`config.mk`:
```
export PLATFORM = sky130hd
export DESIGN_NAME = uart_tx_arbiter
export DESIGN_NICKNAME = d
export VERILOG_FILES = /design/src/rtl/uart_pkg.sv /design/src/rtl/uart_rr_pick.sv /design/src/rtl/uart_tx_arbiter.sv
export SDC_FILE = /design/constraint.sdc
export NUM_CORES = 1
export LEC_CHECK = 0
export ABC_CLOCK_PERIOD_IN_PS = 6800
export CORE_ASPECT_RATIO = 2
export CORE_UTILIZATION = 49
export DETAILED_ROUTE_END_ITERATION = 10
export PLACE_DENSITY = 0.81
export RECOVER_POWER = 50
export SLEW_MARGIN = 20
export SYNTH_ARGS = -nofsm -noshare
export SYNTH_HDL_FRONTEND = slang
export SYNTH_SLANG_ARGS = --single-unit
```
`constraint.sdc`:
```
create_clock -name Clk -period 6.8 [get_ports Clk]
set_clock_uncertainty 0.2 [all_clocks]
set_input_delay 1.02 -clock Clk [delete_from_list [all_inputs] [get_ports Clk]]
set_output_delay 1.02 -clock Clk [all_outputs]
set_load 0.005 [all_outputs]
```
`src/rtl/uart_pkg.sv`:
```
// Shared types and defaults for the UART transmit arbiter.
package uart_pkg;

    localparam int DEFAULT_DATA_BITS     = 8;
    localparam int DEFAULT_NUM_REQ       = 4;
    localparam int DEFAULT_START_TIMEOUT = 16;

    // Arbiter FSM states.
    typedef enum logic [1:0] {
        ARB_IDLE   = 2'd0,
        ARB_START  = 2'd1,
        ARB_ACTIVE = 2'd2
    } arb_state_t;

    // Width of an index or counter able to hold 0..n-1 (at least one bit).
    function automatic int idx_width(input int n);
        return (n > 1) ? $clog2(n) : 1;
    endfunction

endpackage

```
`src/rtl/uart_rr_pick.sv`:
```
// Combinational round-robin picker: first asserted request at or after ptr,
// wrapping from NUM_REQ-1 back to 0. The winner is returned one-hot.
module uart_rr_pick
    import uart_pkg::*;
#(
    parameter int NUM_REQ = DEFAULT_NUM_REQ,
    parameter int PTR_W   = idx_width(NUM_REQ)
) (
    input  logic [NUM_REQ-1:0] req,
    input  logic [PTR_W-1:0]   ptr,
    output logic [NUM_REQ-1:0] winner
);

    logic [PTR_W-1:0] idx;
    logic             found;

    // Walk the requesters starting at ptr and keep the first one that is set.
    always_comb begin
        // NOTE: every variable written here gets a default first, so no latch is inferred.
        winner = '0;
        idx    = '0;
        found  = 1'b0;
        for (int k = 0; k < NUM_REQ; k++) begin
            idx = PTR_W'((int'(ptr) + k) % NUM_REQ);
            if (!found && req[idx]) begin
                winner[idx] = 1'b1;
                found       = 1'b1;
            end
        end
    end

endmodule

```
`src/rtl/uart_tx_arbiter.sv`:
```
// Round-robin arbiter sharing one UART transmitter between NUM_REQ requesters.
// A request must be seen on two consecutive edges (together with CTS high and
// Tx_Busy low) before it is selected, so a request sampled at edge n produces
// Grant/Transmit_Start after edge n+1 and a one-cycle glitch is never granted.
module uart_tx_arbiter
    import uart_pkg::*;
#(
    parameter int DATA_BITS     = DEFAULT_DATA_BITS,
    parameter int NUM_REQ       = DEFAULT_NUM_REQ,
    parameter int START_TIMEOUT = DEFAULT_START_TIMEOUT
) (
    input  logic                         Clk,
    input  logic                         Rst,
    input  logic [NUM_REQ-1:0]           Req,
    input  logic [NUM_REQ*DATA_BITS-1:0] Req_Data,
    input  logic                         CTS,
    input  logic                         Tx_Busy,
    output logic [DATA_BITS-1:0]         Tx_Data,
    output logic                         Transmit_Start,
    output logic [NUM_REQ-1:0]           Grant,
    output logic [NUM_REQ-1:0]           Done,
    output logic                         Timeout_Err
);

    localparam int               PTR_W    = idx_width(NUM_REQ);
    localparam int               CNT_W    = idx_width(START_TIMEOUT);
    localparam logic [PTR_W-1:0] LAST_IDX = PTR_W'(NUM_REQ - 1);
    localparam logic [CNT_W-1:0] CNT_LAST = CNT_W'(START_TIMEOUT - 1);

    arb_state_t state, state_next;

    logic [PTR_W-1:0]     ptr, ptr_next;
    logic [CNT_W-1:0]     cnt, cnt_next;

    // Previous-edge samples used to qualify a new selection.
    logic [NUM_REQ-1:0]   req_q;
    logic                 cts_q;
    logic                 busy_q;

    logic [NUM_REQ-1:0]   req_eff;
    logic [NUM_REQ-1:0]   winner;
    logic [PTR_W-1:0]     win_idx;
    logic [DATA_BITS-1:0] win_data;
    logic                 launch;

    // Next values of the registered outputs.
    logic [DATA_BITS-1:0] tx_data_next;
    logic                 start_next;
    logic [NUM_REQ-1:0]   grant_next;
    logic [NUM_REQ-1:0]   done_next;
    logic                 timeout_next;

    assign req_eff = Req & req_q;
    assign launch  = (|req_eff) && CTS && cts_q && !Tx_Busy && !busy_q;

    uart_rr_pick #(
        .NUM_REQ (NUM_REQ),
        .PTR_W   (PTR_W)
    ) u_pick (
        .req    (req_eff),
        .ptr    (ptr),
        .winner (winner)
    );

    // Turn the one-hot winner into an index and select its byte.
    always_comb begin
        win_idx  = '0;
        win_data = '0;
        for (int i = 0; i < NUM_REQ; i++) begin
            if (winner[i]) begin
                win_idx  = PTR_W'(i);
                win_data = Req_Data[i*DATA_BITS +: DATA_BITS];
            end
        end
    end

    // Keep last-edge copies of the inputs that gate a new selection.
    always_ff @(posedge Clk) begin
        // NOTE: sequential state uses non-blocking assignments so every flop sees pre-edge values.
        if (Rst) begin
            req_q  <= '0;
            cts_q  <= 1'b0;
            busy_q <= 1'b0;
        end else begin
            req_q  <= Req;
            cts_q  <= CTS;
            busy_q <= Tx_Busy;
        end
    end

    // Next-state and next-output logic; outputs hold unless a transition changes them.
    always_comb begin
        state_next   = state;
        ptr_next     = ptr;
        cnt_next     = cnt;
        tx_data_next = Tx_Data;
        start_next   = Transmit_Start;
        grant_next   = Grant;
        done_next    = '0;
        timeout_next = 1'b0;

        case (state)
            ARB_IDLE: begin
                if (launch) begin
                    state_next   = ARB_START;
                    grant_next   = winner;
                    tx_data_next = win_data;
                    start_next   = 1'b1;
                    cnt_next     = '0;
                    ptr_next     = (win_idx == LAST_IDX) ? '0 : win_idx + PTR_W'(1);
                end
            end

            ARB_START: begin
                if (Tx_Busy) begin
                    state_next = ARB_ACTIVE;
                    start_next = 1'b0;
                end else if (cnt == CNT_LAST) begin
                    // UART never acknowledged: release the owner without Done.
                    state_next   = ARB_IDLE;
                    start_next   = 1'b0;
                    grant_next   = '0;
                    timeout_next = 1'b1;
                end else begin
                    cnt_next = cnt + CNT_W'(1);
                end
            end

            ARB_ACTIVE: begin
                if (!Tx_Busy) begin
                    state_next = ARB_IDLE;
                    grant_next = '0;
                    done_next  = Grant;
                end
            end

            default: begin
                state_next = ARB_IDLE;
                start_next = 1'b0;
                grant_next = '0;
            end
        endcase
    end

    // State, pointer, counter and all outputs are registered here.
    always_ff @(posedge Clk) begin
        if (Rst) begin
            state          <= ARB_IDLE;
            ptr            <= '0;
            cnt            <= '0;
            Tx_Data        <= '0;
            Transmit_Start <= 1'b0;
            Grant          <= '0;
            Done           <= '0;
            Timeout_Err    <= 1'b0;
        end else begin
            state          <= state_next;
            ptr            <= ptr_next;
            cnt            <= cnt_next;
            Tx_Data        <= tx_data_next;
            Transmit_Start <= start_next;
            Grant          <= grant_next;
            Done           <= done_next;
            Timeout_Err    <= timeout_next;
        end
    end

endmodule

```
==> impl_metrics.yaml, run 1 <==
# physical design summary
min_path:
  holdPathStages: 2
  hold_class: "reg -> reg"
routing:
  wl_met3_um: 215
  drc: 0
  maxUsedRoutingLayer: "met4"
  vias_per_cell: 5.719
  wl_per_cell_um: 16.57
  met1_length_um: 1790
  drtIter0Drc: 48
  antenna_left: 0
  drt-pass1-iter-count: 4
layout:
  clkCellAreaFrac_pct: 5.096
  drive_above_1_share_pct: 5.426
  nNonClkBuffers: 57
  comb_area_share_pct: 41.98
  syn2layout_area_growth_pct: 41.47
  largest_reg_flops: 8
  sh_seq_area_pct: 25.83
  nClkBuffers: 7
  regMostFlops: "Tx_Data"
  stdcell_area_mm2: 0.002480
  fillCellCount: 280
  final_nets: 305
  ff_count: 32
  buf_share_pct: 23.01
  nMultiInputCombCells: 150
  comb_area_mm2: 0.001041
  inv_count: 11
  register_area_um2: 640.6
clock_tree:
  postCtsSetupBuffers: 0
  cts_tree: "yes"
  clockBufferDepth: 2
  postCtsHoldBufs: 0
  clk_pin_slew_ns: 0.07
  cts_max_level: 2
sta:
  setup_ws_ns: 2.985
  tightest_slew_ns: 0.8154
  min_period_ns: 3.815
  slew_headroom_pct: 45.46
  hold_ws_ns: 0.3010
  rsz0062_at_grt: "no"
  slew_violations: 0
  final-setup-viol-count: 0
  fin_crit_sh_pct: 56.11
  hold_viol: 0
  tns_ns: 0
synth:
  top_cell_area_share_pct: 36.55
  ys_cells: 199
  yosysWarningCount: 0
  yosysSeqAreaShare_pct: 36.55
  ys_area_mm2: 0.001753
  syn_inst: 199
  synthTopCellsByArea: "dfxtp_1, ha_1, a32oi_1, o2bb2ai_1, nand3_1"
  yosys.cell_types.count: 41
  most_common_cell: "dfxtp_1"
  synth_area_per_cell_um2: 8.809
  synth_area_mm2: 0.001753
critical_path:
  worstPathMaxFanout: 9
  worstSetupStartpointType: "input pin"
  endpoint: "Tx_Data[0]"
  cp-startpoint: "Tx_Busy"
  end_kind: "register"
  required_ns: 6.82
  critical_path.reg2reg.endpoint: "Tx_Data[0]"
grt:
  grt.total_usage_pct: 28.30
  grt-busiest-layer: "met2"
  grt_util_met1_pct: 27.86
  antenna_found_initial: 0
  grt_max_degree: 23
  grt_use_met2_pct: 52.94
  grt_pass1_wl_um: 7990
power:
  powerDensity_mw_per_mm2: 177.1
flow_run:
  warnings: 32
die:
  core.rowCount: 30
  chipArea_mm2: 0.003835
  core_util_floorplan_pct: 51.32
  core_mm2: 0.003416
placed_design:
  gp_congestion: 0.9449
  dp_cells: 298
  post-dp-hpwl_um: 3816
  dp_slack_ns: 2.722
status:
  status: "complete, no violations"
run 1: placed cells by master, fill, tap and decap left out, types with 2 or more instances in the layout:
master / Yosys / final
a22oi_2: 2 / 2
xor2_1: 2 / 2
nand2b_1: 2 / 2
ha_1: 8 / 8
o2bb2ai_1: 8 / 8
a21o_1: 8 / 8
nand2_1: 12 / 12
nor4_1: 6 / 6
and2_1: 8 / 8
or3_1: 2 / 2
a21oi_1: 8 / 8
clkbuf_8: 0 / 7
nand3_1: 12 / 12
nor2b_1: 8 / 8
a31oi_1: 2 / 2
clkdlybuf4s50_1: 0 / 38
nor2_1: 12 / 12
dlygate4sd3_1: 0 / 19
o21ai_0: 10 / 10
o21bai_1: 2 / 2
nor3_1: 9 / 9
dfxtp_1: 32 / 32
inv_1: 10 / 10
a32oi_1: 8 / 8
nand3b_1: 2 / 2
o21ai_1: 2 / 2
a22o_1: 3 / 3
run 1: worst max-delay path, cell delays in order:
cell	delay, ns
clkdlybuf4s50_1	0.51
nor4bb_1	0.32
o41ai_1	0.17
or3_1	0.47
nor2_1	0.57
nand3b_1	0.39
o21ai_0	0.29
a21o_1	0.10
run 1: report_power, final:
part	internal, mW	total (mW)	leakage (nW)	switching [mW]
sequential	0.190	0.192	0.259	0.00174
combinational	0.0290	0.0515	0.718	0.0225
clock	0.129	0.196	0.0645	0.0667
run 1: kinds of logic (layout without fill, tap and decap cells):
kind of cell	Yosys count	after routing	synth area share [%]
DFF	32	32	36.55
AOI/OAI and AO/OA	60	60	25.41
muxes	3	3	3.355
and+or+nand+nor	77	77	23.91
xor gates and xnor gates	2	2	0.9995
adders and majority gates	8	8	5.710
buffers and inverters	17	76	4.069
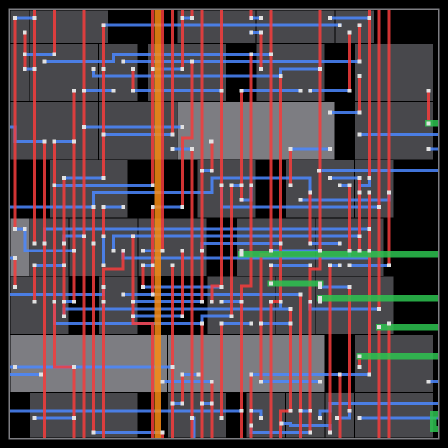
Figure 1: run 1, a small window of the routed layout.
Window x 23 to 43, y 55 to 75 um. Cells in gray, sequential cells in the stronger gray; small squares are vias.
[met1] blue
[met2] red
[met3] green
[met4] orange
cells with their middle in the window: 36
netlist names of flops here include: Tx_Data (2), Done (1)
most frequent: clkdlybuf4s50_1 (10), nand3_1 (5), o2bb2ai_1 (4)
sequential cells in the window: 3

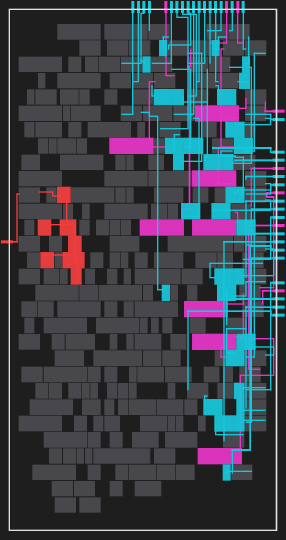
Figure 2: run 1, wires at chosen ports, followed through buffers.
Scale: 6 px per um.
[Tx_Data] magenta | bits: 8 | direction: output | edge: 5 east, 3 north | end cells: 8 | buffers: 8 | wire: 225 um
[Req_Data] cyan | bits: 32 | direction: input | edge: 16 north, 16 east | end cells: 32 | buffers: 32 | wire: 802 um
[Tx_Busy] red | bits: 1 | direction: input | edge: west | end cells: 7 | buffers: 1 | wire: 41.5 um

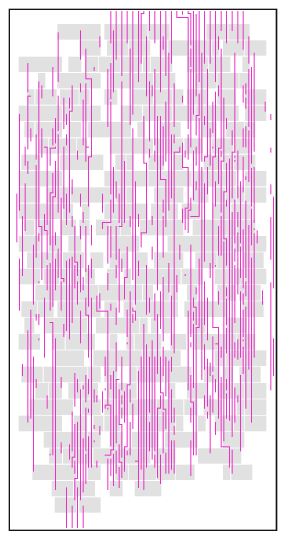
Figure 3: run 1, met2 routing.
Scale: 6 px per um.
main direction: vertical
share of all routed wire: 58%
wire length on this layer: 2920 um
nets with wire on the layer: 261

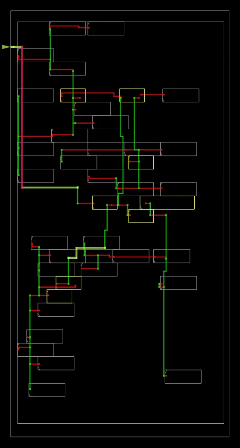
Figure 4: run 1, clock wiring as the flow saved it.
clk sinks: 32
Clock Power: 0.196 mW
CTS Buf Count: 5

Figure 5. Signal wires by layer (run 1).
Scale: 8 px per um. Only two layers are drawn.
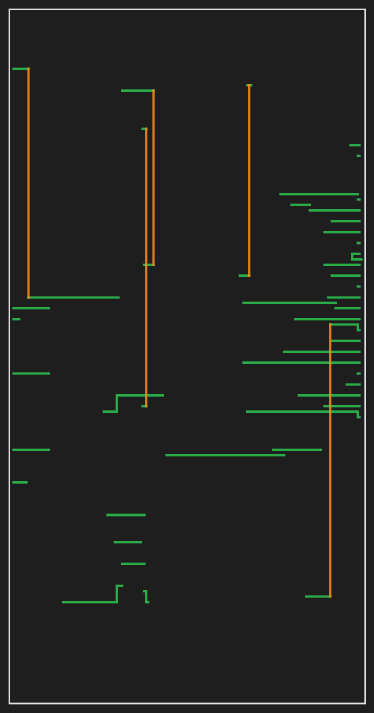

==> run 2: changes to the inputs <==
Settings changed: ABC_CLOCK_PERIOD_IN_PS 6800 to 3900, CORE_UTILIZATION 49 to 46, PLACE_DENSITY 0.81 to 0.76.
Clock period 6.8 ns to 3.9 ns, I/O delays scaled along.
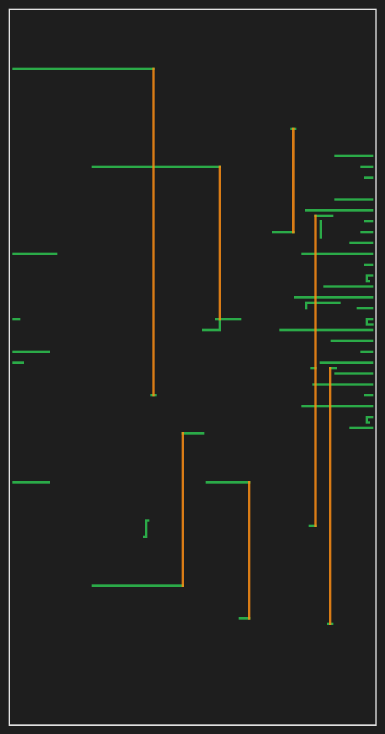
Figure 6: run 2, signal wires by layer.
Scale: 8 px per um. Only two layers are drawn.
[met3] green | wire length: 196 um
[met4] orange | wire length: 180 um
Vias: 1771
final wirelength: 5245 um
Total GRT Usage: 28.11%
WL/cell: 16.86 um

==> run 2 against run 1 <==
Die area up 6.3%; critical endpoint is now Tx_Data[5]; count of clock-buffer cells in the layout is the same; synthesized area unchanged; clock power up about 80%; core utilization is 3.8 points lower; largest cell class unchanged; largest power group unchanged; routed wire length up 3.5%.
==> impl_metrics.yaml, run 2 <==
# physical design summary
layout:
  final_nets: 309
  drive_above_1_share_pct: 6.489
  final_cell_mix: "clkdlybuf4s50_1, dfxtp_1, dlygate4sd3_1"
  largest_reg_flops: 8
  inv_count: 11
  buf_share_pct: 23.80
  fillCellCount: 326
synth:
  synth_area_mm2: 0.001753
  most_common_cell: "dfxtp_1"
  yosysSeqAreaShare_pct: 36.55
  synth_area_per_cell_um2: 8.809
  yosys.cell_types.count: 41
routing:
  drc: 0
  vias_per_cell: 5.695
  antenna_left: 0
  drt-pass1-iter-count: 4
  drtIter0Drc: 30
critical_path:
  worstPathMaxFanout: 12
  path_buffers: 2
  worstSetupStartpointType: "register"
  cp_slowest_cell: "dfxtp_1"
min_path:
  hold_class: "reg -> reg"
  holdPathStages: 2
clock_tree:
  postCtsHoldBufs: 0
  clk_pin_slew_ns: 0.07
  cts_max_level: 2
sta:
  final-setup-viol-count: 0
  tns_ns: 0
  slew_headroom_pct: 30.54
die:
  chipArea_mm2: 0.004077
placed_design:
  dp_cells: 303
grt:
  antenna_found_initial: 0
  grt-busiest-layer: "met2"
  grt_use_met2_pct: 54.42
  grt_pass1_wl_um: 7969
status:
  status: "complete, no violations"
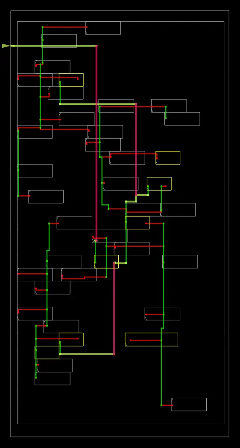
Figure 7: run 2, clock wiring as the flow saved it.
Clock Power: 0.352 mW
clock buf count: 7
Clock Latency Late Sink: 0.29 ns
registers: 32

-- run 2: netlist changes by cell type in the layout (fill, tap and decap cells not counted), sizes merged --
cell / delta
clkdlybuf4s50: +5
dlygate4sd3: -5
buf: +3
clkbuf: +1
-- run 2: kinds of logic (layout without fill, tap and decap cells) --
logic type                 count (synthesis)  after routing  share of synthesized area (%)
xor gates and xnor gates                   2              2                         0.9995
muxes                                      3              3                          3.355
and+or+nand+nor                           77             77                          23.91
buffers and inverters                     17             80                          4.069
AOI/OAI and AO/OA                         60             60                          25.41
DFF                                       32             32                          36.55
adders and majority gates                  8              8                          5.710
-- run 2: through the flow --
step           utilization (%)  setup WS (ns)  power, mW  hold WS [ns]
5_1_grt                  68.77         0.1500     0.8069        0.3151
4_1_cts                  68.87         0.4466     0.7842        0.2964
2_1_floorplan                -          1.118     0.3780        0.2668
6_report                 68.77         0.4710     0.7779        0.2950
3_3_place_gp             65.41         0.3648     0.4332        0.2749
3_5_place_dp             65.41         0.3022     0.4339        0.2841
-- run 2: worst min-delay path, cell delays in order (launching register included) --
cell and delay (ns):
dfxtp_1 0.32, nand3_1 0.07, a21oi_1 0.06
-- run 2: final timing paths --
check	start	endpoint
worst max-delay path	ptr[0]	Tx_Data[5]
worst min-delay path	Grant[2]	Grant[2]
worst max register to register	ptr[0]	Tx_Data[5]
worst min register to register	Grant[2]	Grant[2]
-- run 2: per-layer routing --
layer | up-vias | part of all wire [%]
met5 | - | 0
met4 | 0 | 3.4
met3 | 15 | 3.7
met2 | 53 | 58
met1 | 833 | 35
li1 | 870 | -
-- run 2: report_power, final --
part	switching (mW)	internal (mW)	total, mW
combinational	0.0397	0.0523	0.0919
sequential	0.00291	0.331	0.334
clock	0.126	0.225	0.352
Figure 8. A small window of the routed layout (run 2).
Window x 24 to 44, y 57 to 77 um. Cells in gray, sequential cells in the stronger gray; small squares are vias.
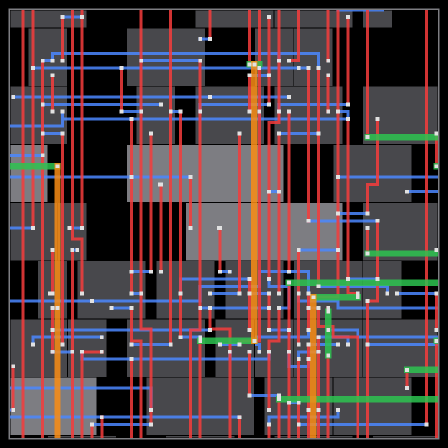

==> run 3: changes to the inputs <==
Settings changed: CORE_MARGIN set to 5.
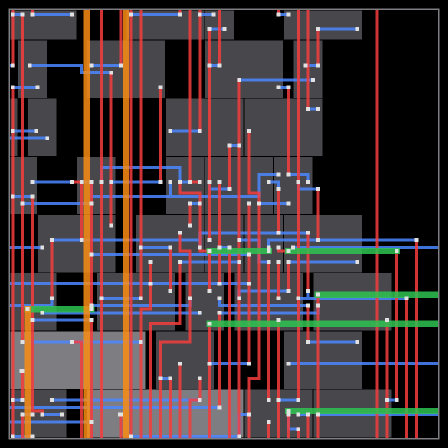
Figure 9: run 3, a small window of the routed layout.
Window x 30 to 50, y 63 to 83 um. Cells in gray, sequential cells in the stronger gray; small squares are vias.
[met1] blue
[met3] green
[met4] orange
[met2] red
most frequent: clkdlybuf4s50_1 (10), nand3_1 (5)
netlist names of flops here include: Tx_Data (2)
cells with their middle in the window: 32
sequential cells in the window: 2

==> run 3 against run 2 <==
Global-route usage fell by 5.6 points; cell area increased by 0.45%; critical endpoint is now Tx_Data[7]; via count rose by 0.73%; setup slack gained 0.012 ns; count of clock-buffer cells in the layout decreased by 1; highest routed layer unchanged; power shrank 12%; critical path type unchanged; sequential cell count unchanged; sequential power hardly changed; register-to-register slack barely moved.
==> impl_metrics.yaml, run 3 <==
# physical design summary
clock_tree:
  insertion_delay_ns: 0.28
  postCtsHoldBufs: 0
  clk_pin_slew_ns: 0.07
  root_buffer: "clkbuf_8"
  cts-buffers-inserted: 5
  cts_max_level: 2
  cts_tree: "yes"
  clockBufferDepth: 2
  postCtsSetupBuffers: 0
  clock-sinks: 32
placed_design:
  post-dp-hpwl_um: 4384
  dp_slack_ns: 0.3532
die:
  core_mm2: 0.003646
  core.rowCount: 31
  core_util_floorplan_pct: 48.08
  chipArea_mm2: 0.005220
routing:
  vias_per_cell: 5.628
  drtIter0Drc: 33
  drc: 0
  wl_per_cell_um: 17.15
  antenna_left: 0
  vias: 1784
  drt-pass1-iter-count: 4
  wirelength_um: 5437
sta:
  min_period_ns: 3.417
  setup_ws_ns: 0.4828
  hold_ws_ns: 0.2791
  tightest_slew_ns: 0.9073
  fin_crit_sh_pct: 87.62
  slew_violations: 0
  slew_headroom_pct: 39.52
  tns_ns: 0
  hold_viol: 0
  final-setup-viol-count: 0
synth:
  yosysSeqAreaShare_pct: 36.55
  ys_area_mm2: 0.001753
  synthTopCellsByArea: "dfxtp_1, ha_1, a32oi_1, o2bb2ai_1, nand3_1"
  synth_area_per_cell_um2: 8.809
  syn_inst: 199
  synth_area_mm2: 0.001753
  top_cell_area_share_pct: 36.55
  synthTopCellsByCount: "dfxtp_1, nand2_1, nand3_1, nor2_1"
  ys_cells: 199
  yosys.cell_types.count: 41
  most_common_cell: "dfxtp_1"
  yosysWarningCount: 0
flow_run:
  warnings: 32
critical_path:
  path_buffers: 2
  worstPathMaxFanout: 12
  critical_path.top_delay_family: "AND-OR/OR-AND gates"
  cp_slowest_cell: "o21ai_0"
  required_ns: 3.88
  worstSetupStartpointType: "register"
  cp_cell_sequence: "inv_1, ha_1, inv_1, nor3_1, o211ai_1, o21ai_0, a211o_1, nand3b_1, o21ai_0, a21o_1"
  end_kind: "register"
  crit_path_max_incr_delay_ns: 0.54
  cp.depth: 10
grt:
  grt.total_usage_pct: 22.56
  grt_pass1_wl_um: 8507
  antenna_found_initial: 0
  grt_max_degree: 20
layout:
  final_layout_top_logic_cell: "clkdlybuf4s50_1"
  regMostFlops: "Tx_Data"
  final_cell_mix: "clkdlybuf4s50_1, dfxtp_1, dlygate4sd3_1"
  largest_reg_flops: 8
  syn2layout_area_growth_pct: 43.68
  drive_above_1_share_pct: 8.582
  final_nets: 315
power:
  powerDensity_mw_per_mm2: 271.4
min_path:
  hold_class: "reg -> reg"
status:
  status: "complete, no violations"
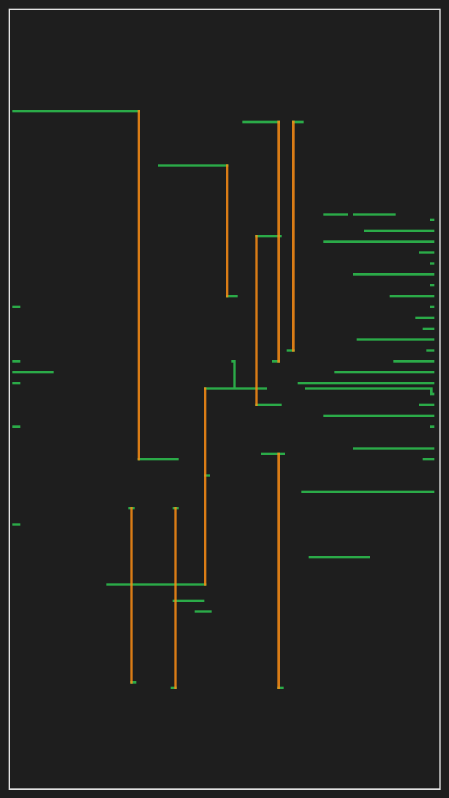
Figure 10: run 3, signal wires by layer.
Scale: 8 px per um. Only two layers are drawn.
[met4] orange | wire length: 237 um
[met3] green | wire length: 245 um

-- run 3: cell count changes in the layout (fill, tap and decap cells not counted), sizes merged --
cell    previous run  this run
clkbuf             8         7
clkinv             0         2
bufinv             1         0
buf                3         9
-- run 3: logic make-up (layout without fill, tap and decap cells) --
kind of cell / after synthesis / in the layout / share of synthesized area, %
simple gates: 77 / 77 / 23.91
fa+ha+maj: 8 / 8 / 5.710
xor+xnor: 2 / 2 / 0.9995
mux: 3 / 3 / 3.355
flops: 32 / 32 / 36.55
buf+inv: 17 / 86 / 4.069
compound gates: 60 / 60 / 25.41
-- run 3: per-layer routing --
metal	track usage (%)	wire length, um	up-vias
met3	4.608	245	19
met5	0	0	-
met4	13.78	237	0
met2	42.10	3155	59
li1	-	-	881
met1	20.04	1800	825
-- run 3: power by group --
part,leakage (nW),internal [mW],switching [mW]
logic,0.739,0.0537,0.0401
clock network,0.0510,0.140,0.115
registers,0.259,0.332,0.00246
-- run 3: stage by stage --
stage	area [um2]	power [mW]	utilization, %	instances
final	2519	0.6837	69.08	317
after CTS	2522	0.6932	69.18	317
after global routing	2519	0.7150	69.08	317
after floorplan	1753	0.3780	-	199
after detailed placement	2430	0.4354	66.64	309
after global placement	2430	0.4356	66.64	309
-- run 3: area by class of cell --
cell class / instances / area [um2]
Tap cell: 49 / 61.31
Sequential cell: 32 / 640.6
Clock inverter: 2 / 10.01
Clock buffer: 6 / 82.58
Fill cell: 336 / 1127
Timing Repair Buffer: 67 / 641.9
Inverter: 11 / 41.29
Multi-Input combinational cell: 150 / 1041
-- run 3: worst paths after layout --
check	start	slack, ns	to
worst max register to register	ptr[1]	0.48	Tx_Data[7]
worst max-delay path	ptr[1]	0.48	Tx_Data[7]
worst min register to register	Grant[1]	0.28	Grant[1]
worst min-delay path	Grant[1]	0.28	Grant[1]
Power is estimated from default activity; no workload was simulated.
